[config.mk]
export PLATFORM = sky130hd
export DESIGN_NAME = equality_search_ctrl
export DESIGN_NICKNAME = d
export VERILOG_FILES = /design/src/rtl/equality_search_ctrl.sv
export SDC_FILE = /design/constraint.sdc
export NUM_CORES = 1
export LEC_CHECK = 0
export CAP_MARGIN = 15
export CELL_PAD_IN_SITES_DETAIL_PLACEMENT = 0
export CELL_PAD_IN_SITES_GLOBAL_PLACEMENT = 1
export CORE_MARGIN = 3
export CORE_UTILIZATION = 40
export DETAILED_ROUTE_END_ITERATION = 6
export PLACE_DENSITY = 0.73
export SYNTH_ARGS = -nofsm -noshare
export SYNTH_HDL_FRONTEND = slang
export SYNTH_SLANG_ARGS = --single-unit
export TNS_END_PERCENT = 10
[constraint.sdc]
create_clock -name clk -period 2.6 [get_ports clk]
set_clock_uncertainty 0.15 [all_clocks]
set_input_delay 0.26 -clock clk [delete_from_list [all_inputs] [get_ports clk]]
set_output_delay 0.26 -clock clk [all_outputs]
set_load 0.05 [all_outputs]
[src/rtl/equality_search_ctrl.sv]
// Sequential lowest-index search of a small 2-bit table using an external
// equality comparator; one table entry is compared per clock.
module equality_search_ctrl #(
  parameter int DEPTH = 8,
  parameter int IDX_W = 3
) (
  input  logic             clk,
  input  logic             rst,
  input  logic             wr_en,
  input  logic [IDX_W-1:0] wr_addr,
  input  logic [1:0]       wr_data,
  input  logic             start,
  input  logic [1:0]       key,
  output logic [1:0]       cmp_a,
  output logic [1:0]       cmp_b,
  input  logic             cmp_eq,
  output logic             busy,
  output logic             done,
  output logic             found,
  output logic [IDX_W-1:0] match_idx
);

  typedef enum logic [1:0] {IDLE, SCAN, DONE} state_t;

  localparam logic [IDX_W-1:0] LAST_IDX = IDX_W'(DEPTH - 1);

  state_t           state;
  logic [IDX_W-1:0] idx;
  logic [1:0]       key_reg;
  logic [1:0]       entries [DEPTH];

  // The comparator only sees real operands while scanning; otherwise it sees zeros.
  assign cmp_a = (state == SCAN) ? key_reg      : 2'b00;
  assign cmp_b = (state == SCAN) ? entries[idx] : 2'b00;

  always_ff @(posedge clk or posedge rst) begin
    if (rst) begin
      state     <= IDLE;
      idx       <= '0;
      key_reg   <= '0;
      busy      <= 1'b0;
      done      <= 1'b0;
      found     <= 1'b0;
      match_idx <= '0;
      for (int i = 0; i < DEPTH; i++) begin
        entries[i] <= 2'b00;
      end
    end else begin
      // Writes land only while idle, so a search always sees a stable table.
      if (state == IDLE && wr_en) begin
        entries[wr_addr] <= wr_data;
      end

      case (state)
        IDLE: begin
          done <= 1'b0;
          if (start) begin
            key_reg   <= key;
            idx       <= '0;
            found     <= 1'b0;
            match_idx <= '0;
            busy      <= 1'b1;
            state     <= SCAN;
          end
        end
        SCAN: begin
          if (cmp_eq) begin
            found     <= 1'b1;
            match_idx <= idx;
            done      <= 1'b1;
            state     <= DONE;
          end else if (idx == LAST_IDX) begin
            done  <= 1'b1;
            state <= DONE;
          end else begin
            idx <= idx + IDX_W'(1);
          end
        end
        DONE: begin
          done  <= 1'b0;
          busy  <= 1'b0;
          state <= IDLE;
        end
        default: begin
          done  <= 1'b0;
          busy  <= 1'b0;
          state <= IDLE;
        end
      endcase
    end
  end

endmodule

Clock nets:
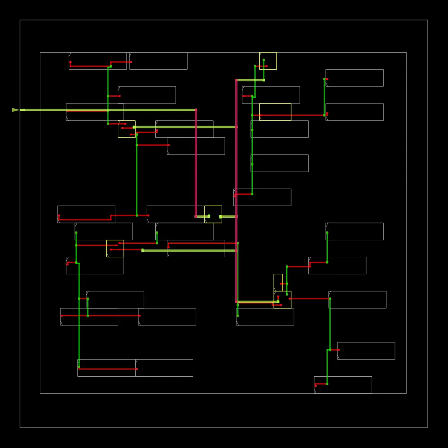
Sink Count: 29
# clk buffers: 7
clock latency on the worst-skew pair: 0.32 ns
CTS Buf Count: 5
Clock group: 0.274 mW

Cells by drive strength:
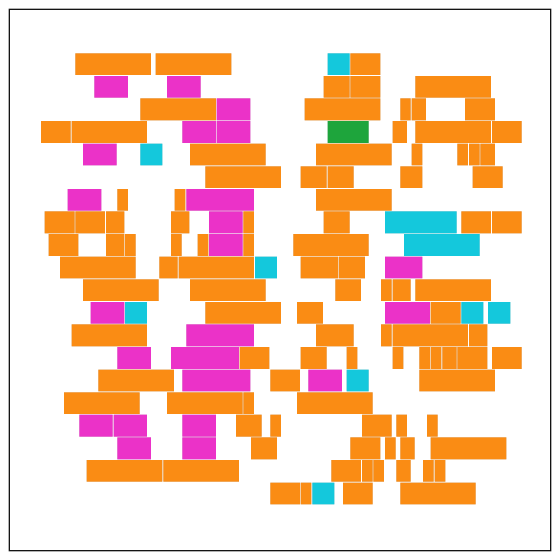
Key: orange = _0 and _1 cells [cells 102]; cyan = _3 and _4 cells [cells 10]; magenta = _2 cells [cells 23]; green = _6 and larger [cells 1]
Setup WS post-layout: 0.1772 ns
Area growth syn-to-layout: 22.91%
finished layout cell area: 0.001712 sq mm
Buffers, non-clock: 24

Gate-type map:
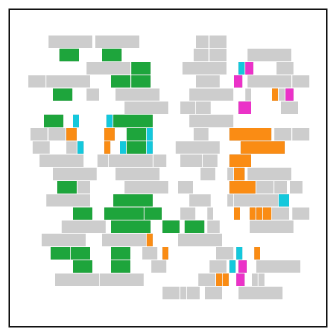
Key: magenta = inverting AOI/OAI gates [cells 6, most used o21ai_0]; cyan = NAND gates [cells 10, most used nand2_1]; green = multiplexers [cells 23, most used mux2_2]; orange = NOR gates [cells 18, most used nor2_1]
Layout Cells excl Fill: 180
Top cell excl fill/tap: dfrtp_1
Comb/total area: 36.18%

Placement by cell class:
The bar under the picture is 20 microns long. Fill, decap, tap and diode cells in grey.
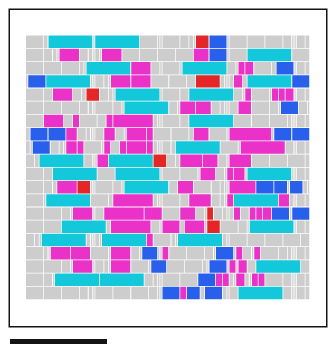
Key: cyan = flops [cells 29]; blue = other buffers and delay cells [cells 24]; magenta = combinational and other logic [cells 76]; red = clock drivers and dummy loads [cells 7]
post-layout util: 53.86%
Core Rows: 20
core area: 0.003178 sq mm

layout make-up:
| type | instances | share of cell area, % |
|---|---|---|
| clock buffers | 7 | 3.216 |
| inverters | 7 | 1.535 |
| multi-input cells | 69 | 36.18 |
| flip-flops and latches | 29 | 42.40 |
| well taps | 44 | 3.216 |
| repair buffers | 24 | 13.45 |
layout by cell type (no fill, tap or decap), drive strengths merged, types with 3 or more instances in the layout:
cell	synthesis	final
dfrtp	29	29
clkdlybuf4s50	0	19
mux2	17	17
nor2	10	10
nand2	9	9
a22o	8	8
inv	7	7
clkbuf	1	7
o21ai	4	4
mux4	4	4
nor2b	3	3
buf	2	3
stage by stage:
step | cell area, sq um | std cells | total power [mW]
floorplan | 1393 | 108 | 1.280
global placement | 1659 | 173 | 1.494
detailed placement | 1659 | 173 | 1.510
CTS | 1712 | 180 | 1.783
global route | 1712 | 180 | 1.867
finish | 1712 | 180 | 1.747
report_power, final:
part           internal [mW]  total (mW)  switching, mW
Combinational          0.339       0.718          0.379
Sequential             0.632       0.755          0.124
Clock                  0.127       0.274          0.146
Total                   1.10        1.75          0.649
worst max-delay path: stages, from the launching register on:
cell	delay (ns)
dfrtp_1	0.52
mux4_2	0.55
mux2i_1	0.15
nor2_1	0.05
dlygate4sd2_1	0.42
kinds of logic (layout without fill, tap and decap cells):
logic type,Yosys count,after routing,share of synthesized area (%)
AND/OR/NAND/NOR,30,30,13.66
flip-flops,29,29,52.11
AND-OR/OR-AND,14,14,7.368
buffers and inverters,10,38,3.414
adder cells (fa/ha/maj),2,2,1.797
multiplexers,23,23,21.65
worst max path at each step:
| stage | startpoint | endpoint | slack, ns |
|---|---|---|---|
| detailed placement | idx[2]$_DFFE_PP0P_ | cmp_b[0] | 0.22 |
| CTS | idx[1]$_DFFE_PP0P_ | cmp_b[1] | 0.13 |
| global route | idx[1]$_DFFE_PP0P_ | cmp_b[1] | 0.04 |
| finish | idx[1]$_DFFE_PP0P_ | cmp_b[1] | 0.18 |
| floorplan | idx[2]$_DFFE_PP0P_ | cmp_b[0] | 0.64 |
| global placement | idx[2]$_DFFE_PP0P_ | cmp_b[0] | 0.26 |
metal layers:
metal / share of wire (%) / up-vias / routed length (microns) / GRT usage, %
li1: - / 441 / - / -
met1: 42 / 445 / 1185 / 17.04
met2: 51 / 18 / 1430 / 26.95
met3: 4.8 / 7 / 134 / 4.159
met4: 1.9 / 0 / 52 / 8.707
met5: 0 / - / 0 / 0
repair_timing:
| action | 4_1_cts | 5_1_grt |
|---|---|---|
| endpoints found under the setup margin | 2 | 0 |
| hold endpoints to repair | 0 | 0 |
| gates resized | 2 | 0 |
| hold buffers | 0 | 0 |
==> flow_summary.ini <==
; synthesis and place-and-route metrics
[global_route]
track_usage_pct = 15.54
grt_pass1_vias = 993
grt_first_pass_wirelength_microns = 4761
grt.overflow.total = 0
antenna_found_initial = 0
grt_max_degree = 30

[final_layout]
logic_area_sq_um = 619.3
largest-register = entries
fin_nets = 150
drive_above_1_share_pct = 25.00
seq_area_sq_um = 725.7
largest_reg_flops = 16
top_regs = entries x16, idx x3, match_idx x3
num_antenna_cells = 0
fillers = 296

[clock_tree]
cts_tree = built
htreeDepth = 2
clkTransAtPathRegs_ns = 0.09
post_cts_buffers = 0
root_buffer = clkbuf_4
cts_buffer_depth = 2

[logic_synthesis]
top_area_cell = dfrtp_1
top_cell = dfrtp_1
ys_ff = 29
netlist_instances = 108
fp_nets = 122
edf_count = 0
yosys_warnings = 0
top_cells_by_count = dfrtp_1 (29), mux2_2 (17), nor2_1 (10), nand2_1 (9), a22o_1 (8)
synth.distinct_cells = 23
ff_type = dfrtp_1
synth_async_sr_flop_share_pct = 100.0
yosys.stat.seqShare_pct = 52.11
area_leaders = dfrtp_1 (52%), mux2_2 (14%), mux4_2 (6.5%)
ys_area_sq_mm = 0.001393
synth_top_area_share_pct = 52.11
synth_area_per_cell_sq_um = 12.89
synth_area_sq_mm = 0.001393
yosysCellCount = 108

[detailed_routing]
drc = 0
vias = 911
wire_per_inst_microns = 15.57
drtIter0Drc = 56
drt-total-wl_microns = 2802
drt_first_pass_iters = 4
drtAntennaViolNets = 0
avgViaCountPerCell = 5.061

[sta]
setup_tns_ns = 0
setup_viol = 0
hold_viol = 0
finalCriticalPeriod_ns = 2.423
whs_ns = 0.1409
rsz0062_at_grt = no
finalClockPeriodUsage_pct = 93.19
max_freq_mhz = 412.7
slew_violations = 0
relSlewSlack_pct = 66.51
worst_pin_slew_ns = 0.5008

[critical_path]
cp.required_ns = 2.19
worst-r2r-setup-slack_ns = 0.53
cp_max_fo = 7
worst_setup_path_start_kind = flop
r2r-end = idx[0]$_DFFE_PP0P_
reg2reg_from = idx[1]$_DFFE_PP0P_
crit_arrival_ns = 2.01
crit_path_end_kind = output port
reg2reg_depth = 5
crit_type = flop to output port

[floorplan]
dieWidth_microns = 65.01
fp_util_pct = 43.82
die_y_microns = 65.01
die_area_sq_mm = 0.004226
ios = 22

[power_and_ir_drop]
vdd_drop_max_v = 0.0003671
leakagePower_nw = 0.7651
power_density_mw_per_mm2 = 1021

[placed_design]
dp_hpwl_microns = 2111
io_buffers = 21
place.gp.congestion = 0.7258
dp_slack_ns = 0.2200

[status]
status = complete, no violations

[hold_path]
hold_class = input pin to async pin

[job]
tool_warnings = 26
max_cap_viol_count = 0
Power is estimated from default activity; no workload was simulated.
